$ cat src/rtl/ecc_ehc_scrubber.sv
// Background SECDED scrubber: walks every address, rewrites
// single-bit errors with corrected data/EDC, flags double errors.
//
// Ports:
//   i_clk, i_reset       clock, synchronous active-high reset
//   i_enable, i_start    scrub allowed / skip the remaining period wait
//   o_mem_req/we/addr    RAM request (held stable until i_mem_gnt)
//   o_mem_wdata/wedc     write-back data and full EDC
//   i_mem_gnt            request accepted this cycle
//   i_mem_rvalid/rdata/redc  read response (any latency >= 1 after gnt)
//   o_busy               FSM outside IDLE/WAIT
//   o_pass_done          pulse after the last address is scrubbed
//   o_corr_count/o_uncorr_count  saturating error counters
//   o_uncorr_irq/o_uncorr_addr   pulse and address per uncorrectable word
module ecc_ehc_scrubber #(
    parameter int DATA_WIDTH   = 32,
    parameter int ADDR_WIDTH   = 8,
    parameter int SCRUB_PERIOD = 1024,
    parameter int CNT_WIDTH    = 16,
    // r is either clog2(DATA_WIDTH+1) or one more; EDC adds the overall parity bit
    localparam int R0          = $clog2(DATA_WIDTH + 1),
    localparam int EDC_WIDTH   = ((2 ** R0 >= DATA_WIDTH + R0 + 1) ? R0 : R0 + 1) + 1
) (
    input  logic                  i_clk,
    input  logic                  i_reset,
    input  logic                  i_enable,
    input  logic                  i_start,
    output logic                  o_mem_req,
    output logic                  o_mem_we,
    output logic [ADDR_WIDTH-1:0] o_mem_addr,
    output logic [DATA_WIDTH-1:0] o_mem_wdata,
    output logic [EDC_WIDTH-1:0]  o_mem_wedc,
    input  logic                  i_mem_gnt,
    input  logic                  i_mem_rvalid,
    input  logic [DATA_WIDTH-1:0] i_mem_rdata,
    input  logic [EDC_WIDTH-1:0]  i_mem_redc,
    output logic                  o_busy,
    output logic                  o_pass_done,
    output logic [CNT_WIDTH-1:0]  o_corr_count,
    output logic [CNT_WIDTH-1:0]  o_uncorr_count,
    output logic                  o_uncorr_irq,
    output logic [ADDR_WIDTH-1:0] o_uncorr_addr
);

    localparam int R  = EDC_WIDTH - 1;
    localparam int N  = DATA_WIDTH + R;
    localparam int PW = $clog2(SCRUB_PERIOD + 1);
    localparam logic [PW-1:0] PERIOD_LAST = PW'(SCRUB_PERIOD - 1);

    typedef enum logic [2:0] {
        S_IDLE,
        S_WAIT,
        S_RD_REQ,
        S_RD_WAIT,
        S_CHECK,
        S_WR_REQ,
        S_NEXT
    } state_t;

    // Codeword position of data bit idx: the idx-th non-power-of-2 position.
    function automatic int pos_of(input int idx);
        int cnt;
        int res;
        cnt = 0;
        res = 0;
        for (int p = 1; p <= N; p++) begin
            if ((p & (p - 1)) != 0) begin
                if (cnt == idx) res = p;
                cnt++;
            end
        end
        return res;
    endfunction

    // Hamming parity bits are the XOR of the positions of all set data bits.
    function automatic logic [EDC_WIDTH-1:0] edc_of(input logic [DATA_WIDTH-1:0] d);
        logic [R-1:0] s;
        s = '0;
        for (int i = 0; i < DATA_WIDTH; i++) begin
            if (d[i]) s = s ^ R'(pos_of(i));
        end
        return {^{d, s}, s};
    endfunction

    function automatic logic [DATA_WIDTH-1:0] flip_data(
        input logic [DATA_WIDTH-1:0] d,
        input logic [R-1:0]          syn
    );
        logic [DATA_WIDTH-1:0] f;
        f = d;
        for (int i = 0; i < DATA_WIDTH; i++) begin
            if (pos_of(i) == int'(syn)) f[i] = ~d[i];
        end
        return f;
    endfunction

    state_t                state;
    state_t                state_nxt;
    logic [ADDR_WIDTH-1:0] addr;
    logic [PW-1:0]         period_cnt;
    logic [DATA_WIDTH-1:0] rdata_q;
    logic [EDC_WIDTH-1:0]  redc_q;
    logic [DATA_WIDTH-1:0] wdata_q;
    logic [EDC_WIDTH-1:0]  wedc_q;
    logic [CNT_WIDTH-1:0]  corr_count;
    logic [CNT_WIDTH-1:0]  uncorr_count;
    logic                  uncorr_irq;
    logic [ADDR_WIDTH-1:0] uncorr_addr;
    logic                  pass_done;

    logic [EDC_WIDTH-1:0]  calc_edc;
    logic [R-1:0]          syn;
    logic                  par;
    logic                  is_single;
    logic                  is_uncorr;
    logic [DATA_WIDTH-1:0] fixed_data;
    logic [EDC_WIDTH-1:0]  fixed_edc;

    always_comb begin
        calc_edc   = edc_of(rdata_q);
        syn        = calc_edc[R-1:0] ^ redc_q[R-1:0];
        par        = ^{rdata_q, redc_q};
        // syn==0 with odd parity is an edc[r] flip: still a single error
        is_single  = par && (int'(syn) <= N);
        is_uncorr  = (par && (int'(syn) > N)) || (!par && (syn != '0));
        fixed_data = flip_data(rdata_q, syn);
        fixed_edc  = edc_of(fixed_data);
    end

    always_ff @(posedge i_clk) begin
        if (i_reset) state <= S_IDLE;
        else         state <= state_nxt;
    end

    always_comb begin
        state_nxt = state;
        o_mem_req = 1'b0;
        o_mem_we  = 1'b0;
        o_busy    = 1'b1;
        case (state)
            S_IDLE: begin
                o_busy = 1'b0;
                if (i_enable) state_nxt = S_WAIT;
            end
            S_WAIT: begin
                o_busy = 1'b0;
                if (!i_enable)
                    state_nxt = S_IDLE;
                else if (i_start || (period_cnt == PERIOD_LAST))
                    state_nxt = S_RD_REQ;
            end
            S_RD_REQ: begin
                o_mem_req = 1'b1;
                if (i_mem_gnt) state_nxt = S_RD_WAIT;
            end
            S_RD_WAIT: begin
                if (i_mem_rvalid) state_nxt = S_CHECK;
            end
            S_CHECK: begin
                state_nxt = is_single ? S_WR_REQ : S_NEXT;
            end
            S_WR_REQ: begin
                o_mem_req = 1'b1;
                o_mem_we  = 1'b1;
                if (i_mem_gnt) state_nxt = S_NEXT;
            end
            S_NEXT: begin
                state_nxt = i_enable ? S_WAIT : S_IDLE;
            end
            default: begin
                state_nxt = S_IDLE;
            end
        endcase
    end

    always_ff @(posedge i_clk) begin
        if (i_reset) begin
            addr         <= '0;
            period_cnt   <= '0;
            rdata_q      <= '0;
            redc_q       <= '0;
            wdata_q      <= '0;
            wedc_q       <= '0;
            corr_count   <= '0;
            uncorr_count <= '0;
            uncorr_irq   <= 1'b0;
            uncorr_addr  <= '0;
            pass_done    <= 1'b0;
        end else begin
            uncorr_irq <= 1'b0;
            pass_done  <= 1'b0;
            if (state == S_WAIT) period_cnt <= period_cnt + 1'b1;
            else                 period_cnt <= '0;
            if (state == S_RD_WAIT && i_mem_rvalid) begin
                rdata_q <= i_mem_rdata;
                redc_q  <= i_mem_redc;
            end
            if (state == S_CHECK && is_single) begin
                wdata_q <= fixed_data;
                wedc_q  <= fixed_edc;
                if (corr_count != '1) corr_count <= corr_count + 1'b1;
            end
            if (state == S_CHECK && is_uncorr) begin
                uncorr_irq  <= 1'b1;
                uncorr_addr <= addr;
                if (uncorr_count != '1) uncorr_count <= uncorr_count + 1'b1;
            end
            if (state == S_NEXT) begin
                addr <= addr + 1'b1;
                if (addr == '1) pass_done <= 1'b1;
            end
        end
    end

    assign o_mem_addr     = addr;
    assign o_mem_wdata    = wdata_q;
    assign o_mem_wedc     = wedc_q;
    assign o_pass_done    = pass_done;
    assign o_corr_count   = corr_count;
    assign o_uncorr_count = uncorr_count;
    assign o_uncorr_irq   = uncorr_irq;
    assign o_uncorr_addr  = uncorr_addr;

endmodule

$ cat config.mk
export PLATFORM = sky130hd
export DESIGN_NAME = ecc_ehc_scrubber
export DESIGN_NICKNAME = d
export VERILOG_FILES = /design/src/rtl/ecc_ehc_scrubber.sv
export SDC_FILE = /design/constraint.sdc
export NUM_CORES = 1
export LEC_CHECK = 0
export CORE_MARGIN = 2
export CORE_UTILIZATION = 48
export DETAILED_ROUTE_END_ITERATION = 8
export PLACE_DENSITY = 0.74
export SYNTH_ARGS = -nofsm -noshare
export SYNTH_HDL_FRONTEND = slang
export SYNTH_SLANG_ARGS = --single-unit
$ cat constraint.sdc
create_clock -name i_clk -period 3.45 [get_ports i_clk]
set_input_delay 0.69 -clock i_clk [delete_from_list [all_inputs] [get_ports i_clk]]
set_output_delay 0.69 -clock i_clk [all_outputs]
set_load 0.1 [all_outputs]
==> flow_results.org, run 1 <==
* Flow results

** Clock network
- The clock reaches the later pin of the worst-skew pair after 440 ps.
- Root buffer cell :: clkbuf_16
- Clock transition at the registers of the reported paths :: 60 ps
- Buffers from clock root to sink, at most :: 2

** Die
- 137 I/O pins were placed.
- Vertical die dimension :: between 100 and 150 µm
- Core Density at Floorplan :: 48.8%
- After floorplanning, the core was divided into 46 placement rows.

** Drt
- For this run, design rule violations remaining after detail routing come to 0.
- Detailed-routing wirelength on met1 :: 10.3 mm
- Average wire per standard cell :: 16.9 µm
- Summed over all nets, wire length on met3 after detailed routing comes to 1.28 mm.

** Yosys
- Simple share :: between 20 and 25%
- The area fraction of the largest cell type after synthesis is 36.8%.
- Asr flop ratio synth :: 0%
- Syn avg cell area :: 8.88 µm²
- Most repeated cell in the gate-level netlist after synthesis :: dfxtp_1

** Finish
- Area used by multi-input combinational logic :: 0.00499 mm²
- Nets@finish :: 1201
- The area growth from synthesis to layout is 50.2%.
- Portion of the layout cell area used by non-clock buffers :: approximately 24%
- Clock buffers in the final layout number 17.
- Non-Filler Instances :: 1381
- Count of plain and timing-repair buffers in the layout :: about 320
- Dominant kind of cell by area :: logic gates

** Final timing
- Final-layout setup total negative slack :: -727 ps
- Clock period minus worst slack :: 3720 ps
- The final timing report lists a max-slew violation count of 0.
- The final report lists the setup-violating endpoint count as 7.
- Hold-check failures listed in the final report amount to 0.
- Post-route setup slack :: -272 ps
- Max Clock Freq :: approximately 270 MHz

** Setup path
- The most critical setup path has its startpoint at rdata_q[15].
- Buf/Inv on CP :: 3
- Worst Path Required :: 3810 ps
- Slack of the worst reg-to-reg path :: -270 ps
- Capture instance of the worst register-to-register path :: o_mem_wedc[6]
- The arrival time of data at the worst endpoint is listed as 4080 ps.
- In this design, the critical path's most frequently occurring cell is xnor3_1.
- Category of cells accounting for the largest share of critical-path delay :: XOR/XNOR gates

** Power
- Design internal power :: 3520 µW
- Per the breakdown, switching nets consume 28.8% of all power.
- Static Leak :: 0.00456 µW
- The flow reports that the clock network draws 41.0% of the design power.
- Flop pwr share :: 33.9%

** Global routing
- Residual overflow from global routing :: 0
- In the global route stage, met1 resource usage came out at 35.8%.

** Run status
- Result of the run :: finished with violations
- The checks that failed: setup timing.

** Job
- Max-cap violations in this run came to 0.
==> run 1: sequential cells by signal, indices dropped and copies added (netlist names) <==
name,flops
o_uncorr_addr,8
o_mem_wedc,7
o_corr_count,16
o_mem_wdata,32
o_pass_done,1
rdata_q,32
state,3
o_uncorr_count,16
o_uncorr_irq,1
period_cnt,11
redc_q,7
o_mem_addr,8
==> run 1: power by group through the flow <==
stage          Sequential, µW  Clock (µW)  Combinational [µW]
2_1_floorplan            1730           0                 617
3_3_place_gp             1710           0                1080
3_5_place_dp             1710           0                1080
4_1_cts                  1680        2050                1130
5_1_grt                  1680        2130                1320
6_report                 1680        2030                1240
==> run 1: repair_timing <==
item                                    in CTS  in global routing
pin swaps                                    6                 25
cloned                                       1                  3
gates resized                               13                 60
endpoints found under the setup margin      13                 58
hold buffers                                 0                  0
setup buffers                                7                 23
### M1 wires, run 1

The bar under the picture is 50 µm long. Supply wires on this layer in gray.
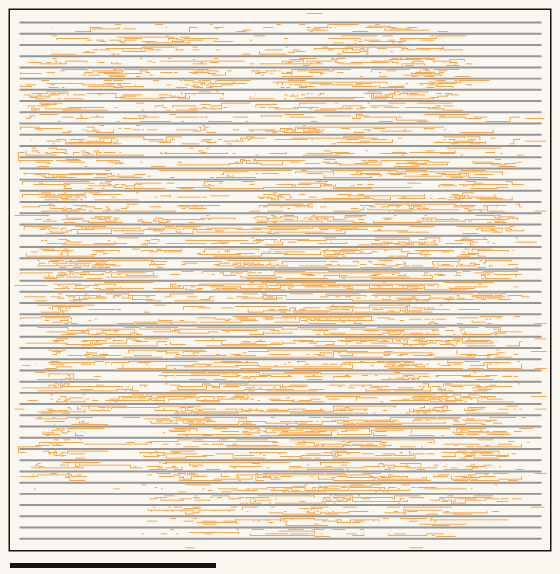
- longest straight run: 45.1 µm
- share of all routed wire: 44%
- main direction: horizontal
final WL: 23.4 mm
Vias: 7133

### Metal 2, run 1

The bar under the picture is 50 µm long.
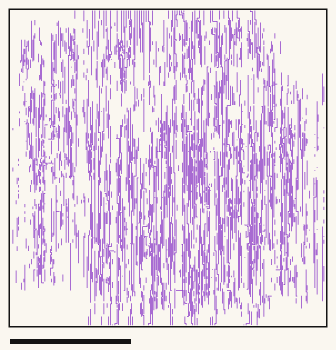
- nets with wire on the layer: 1018
- main direction: vertical
- longest straight run: 48.3 µm
- share of all routed wire: 48%
- wire length on this layer: 11100 µm
met2 capacity usage during global routing: 42.6%

### Metal 3, run 1

Cells faint in the background.
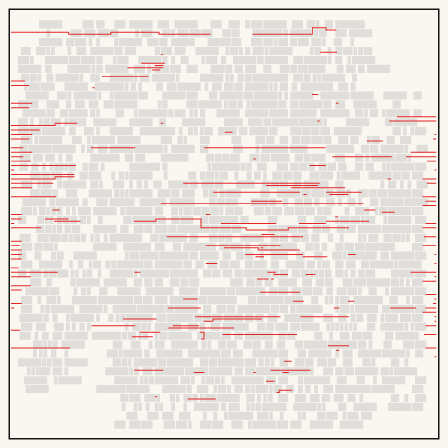
- longest straight run: 61.6 µm
- wire length on this layer: 1280 µm
- main direction: horizontal
global routing met3 resource utilization: 5.01%

### Metal 4, run 1

The bar under the picture is 50 µm long. Supply wires on this layer in gray.
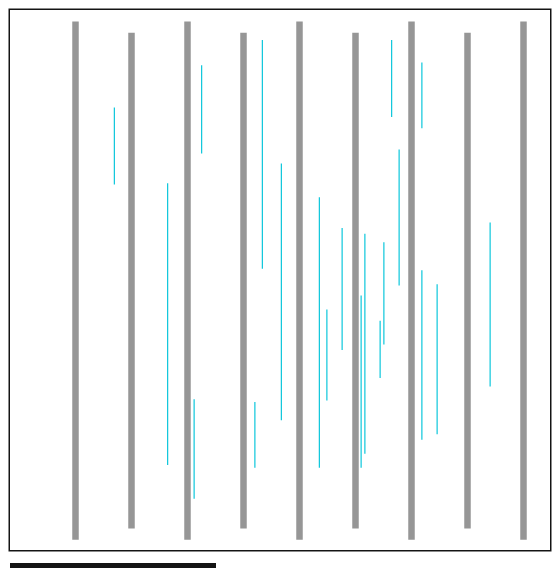
- wire length on this layer: 696 µm
- share of all routed wire: 3.0%
- longest straight run: 68.0 µm
- main direction: vertical
- nets with wire on the layer: 15

==> run 2: changes to the inputs <==
- CTS_CLUSTER_DIAMETER: not set -> 30
### Track usage over the die, run 2

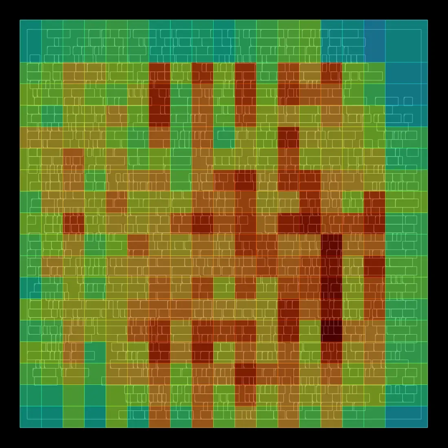
core occupancy in the finished layout: 73.3%
Tot GR Track Use: 26.5%
met1 GRT Util: 35.8%

==> flow_results.org, run 2 <==
* Flow results

** Global routing
- The met3 usage was 5.01% (unchanged).
- The met2 demand-to-capacity share in global routing came to 42.6% (unchanged).
- Residual overflow from global routing :: 0 (unchanged)

** Finish
- In the layout the commonest cells are buf_4 (198), dfxtp_1 (134), nand2_1 (122).
- Signed area change from the synthesized netlist to the final layout :: 50.2% (unchanged)
- The layout net count was 1201 (unchanged).
- The post-route non-filler standard cell count came to 1381 (unchanged).

** Power
- The sequential share of power came to 33.9% (about the same).
- The proportion of power drawn by the clock network was 41.0% (about the same).
- Design internal power :: 3520 µW (unchanged)
- Static Leak :: 0.00456 µW (unchanged)
- The biggest slice of the total power is consumed by clock.
- Seq. pwr :: 1680 µW (about the same)
- The power consumed by combinational cells came to 1240 µW (about the same).

** Die
- The overall die height is 131 µm (unchanged).
- Number of ports placed on the die boundary :: 137 (unchanged)
- The starting density of the core came to 48.8% (unchanged).

** Drt
- The final wirelength is 23.4 mm (unchanged).
- The total via count in the routed design is 7133 (unchanged).
- The detailed-route DRC error count came to 0 (unchanged).
- The total length of routed met3 wires came to 1.28 mm (unchanged).
- Average wire per standard cell :: 16.9 µm (unchanged)
- The met1 layer wirelength in the final routing came to 10.3 mm (unchanged).

** Yosys
- Max-area cell share :: 36.8% (unchanged)
- Syn avg cell area :: 8.88 µm² (unchanged)
- The share of synthesized registers carrying an async set or reset was 0% (unchanged).

** Clock network
- Insertion delay at the late pin of the worst-skew pair :: 440 ps (about the same)
- The post-cts repair resize count came to 13 (unchanged).
- The total of hold buffers inserted after clock tree synthesis is 0 (unchanged).
- Looking at the clock tree report, the root buffer type is clkbuf_16.
- Buffers from clock root to sink, at most :: 2 (unchanged)
- Number of setup buffers added after CTS :: 7 (unchanged)
- Clock transition at the registers of the reported paths :: 60 ps (about the same)

** Setup path
- Buf/Inv on CP :: 3 (unchanged)
- Slack of the worst reg-to-reg path :: -270 ps (about the same)
- The required time at the endpoint of the critical path is 3810 ps (about the same).
- The cell family contributing the most delay on the critical path is XOR/XNOR gates.
- Looking at the reg2reg group, the worst path ends at o_mem_wedc[6].
- Arrival time worst endpoint :: 4080 ps (about the same)
- First element of the critical path :: rdata_q[15]

** Job
- Number of max-cap violations :: 0 (unchanged)

** Final timing
- The minimum setup slack in the final design is -272 ps (unchanged).
- The final count of pins violating max slew is 0 (unchanged).
- Clock period minus worst slack :: 3720 ps (unchanged)
- Final count of negative-setup-slack endpoints :: 7 (unchanged)
- Final-layout setup total negative slack :: -727 ps (unchanged)

** Run status
- Result of the run :: finished with violations
- The final reports fail on setup timing.
### M1 wires, run 2

The bar under the picture is 50 µm long. Supply wires on this layer in gray.
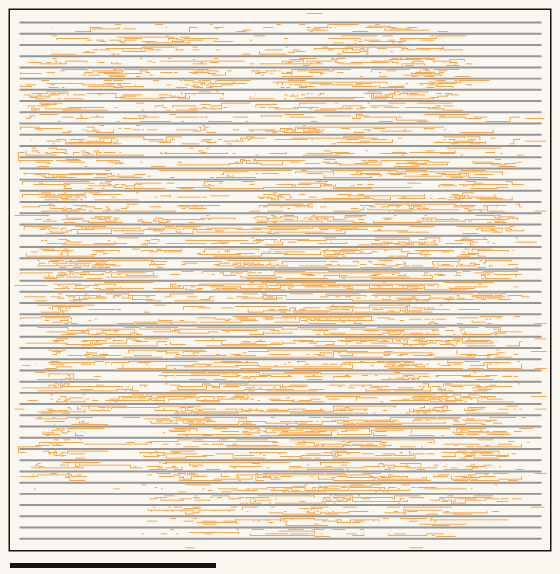
- main direction: horizontal
- longest straight run: 45.1 µm
- share of all routed wire: 44%
- wire length on this layer: 10300 µm

[run 2: cell counts in the layout (fill, tap and decap cells not counted)]
Identical to the previous run, type by type.
[run 2: cell families after synthesis]
group                    after synthesis  synth area share, %
AND-OR/OR-AND                        124                 9.86
XOR/XNOR                             180                 27.2
adder cells (fa/ha/maj)                4                0.648
multiplexers                          16                 2.09
buffers and inverters                 62                 3.30
flip-flops                           142                 36.8
AND/OR/NAND/NOR                      342                 20.1
[run 2: final cells by class]
type / count / area (µm²) / area share [%]
clock buffers: 17 / 425 / 3.67
flip-flops and latches: 142 / 2860 / 24.6
inverters: 4 / 15.0 / 0.129
clock inverters: 15 / 223 / 1.92
multi-input cells: 667 / 4990 / 43.0
well taps: 216 / 270 / 2.33
repair buffers: 320 / 2820 / 24.3
==> run 3: changes to the inputs <==
- SETUP_SLACK_MARGIN: not set -> 0.2
### Metal 2, run 3

The bar under the picture is 50 µm long.
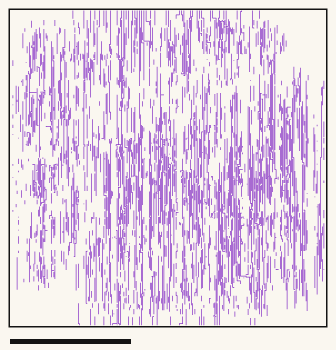
- wire length on this layer: 11100 µm
- nets with wire on the layer: 1028
- longest straight run: 54.4 µm
- share of all routed wire: 48%
met2 capacity usage during global routing: 42.6%
Vias: 7097
final WL: 23.3 mm

==> flow_results.org, run 3 <==
* Flow results

** Final timing
- The minimum setup slack in the final design was -163 ps (+110 ps).
- Final count of negative-setup-slack endpoints :: 4 (-3)
- The final count of pins violating max slew came to 0 (unchanged).
- The accumulated negative setup slack is -382 ps (+345 ps).
- Clock period minus worst slack :: 3610 ps (-110 ps)

** Die
- Vertical die dimension :: 131 µm (unchanged)
- The number of placed I/O pins came to 137 (unchanged).

** Clock network
- Number of setup buffers added after CTS :: 9 (+2)
- In this run the clock root is driven by a clkbuf_16.
- The post-cts repair resize count was 60 (+47).
- Clock transition at the registers of the reported paths :: 70 ps (about the same)
- The clock latency on the worst-skew pair was 430 ps (about the same).
- The largest buffer count on any clock path is 2 (unchanged).

** Yosys
- Main logic family after synthesis :: XOR/XNOR gates
- Area fraction in mux cells :: 2.09% (unchanged)
- The proportion of netlist area held by the largest area contributor is 36.8% (unchanged).
- The compound-cell area share of the yosys netlist came to 9.86% (unchanged).
- The adder-cell share of the synthesized area was 0.648% (unchanged).
- Syn avg cell area :: 8.88 µm² (unchanged)
- The fraction of synthesized cell area in xor and xnor cells was 27.2% (unchanged).

** Global routing
- Met1 GRT Util :: 35.1% (-0.68 points)
- The remaining global-route overflow was 0 (unchanged).

** Power
- The internal power component came to 3310 µW (-6.0%).
- Flop pwr share :: 35.4% (+1.5 points)

** Setup path
- The most critical setup path has its startpoint at rdata_q[20].
- Slack of the worst reg-to-reg path :: -160 ps (+110 ps)
- The critical path arrival came to 3960 ps (-120 ps).
- Capture instance of the worst register-to-register path :: o_mem_wedc[6]

** Finish
- Core occupancy in the finished layout :: 74.8% (+1.5 points)
- Non-Filler Instances :: 1380 (-0.072%)
- Commonest cells after routing, fill and taps aside :: buf_4 (182), dfxtp_1 (127), nand2_1 (117)
- From synthesis to final layout, the design area changed by 53.2%.

** Run status
- Violated checks :: setup timing
- Result of the run :: finished with violations

** Job
- The max-cap check violation count is 0 (unchanged).

** Drt
- Routed met3 length :: 1.24 mm (-2.5%)
- The met1 layer wirelength in the final routing was 10.4 mm (+0.80%).
### Metal 4, run 3

The bar under the picture is 50 µm long. Supply wires on this layer in gray.
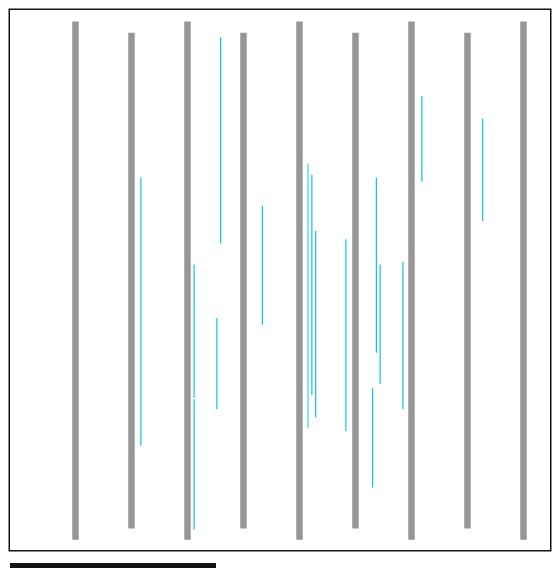
- wire length on this layer: 611 µm
- share of all routed wire: 2.6%
- longest straight run: 64.6 µm
- main direction: vertical
- nets with wire on the layer: 15

-- run 3: power by group through the flow --
stage,Sequential (µW),Clock (µW),Combinational [µW]
final,1680,1800,1270
after global routing,1680,1910,1330
after CTS,1680,1830,1160
after detailed placement,1720,0,1080
after global placement,1710,0,1080
after floorplan,1730,0,618
-- run 3: area by class of cell --
type	instances	area [µm²]
Multi-Input combinational cell	667	5200
Fill cell	1152	3990
Timing Repair Buffer	319	2910
Sequential cell	142	2860
Clock buffer	17	425
Tap cell	216	270
Clock inverter	15	153
Inverter	4	15.0
-- run 3: worst max-delay path, stage by stage, from the launching register on --
cell	delay, ps
dfxtp_2	340
xnor3_2	450
xnor3_2	280
xor3_2	520
nor2_4	150
buf_6	120
nand4b_1	130
xor2_2	220
xor2_1	170
xnor2_1	210
xnor3_1	400
xnor3_1	360
a211oi_2	170
Power is estimated from default activity; no workload was simulated.
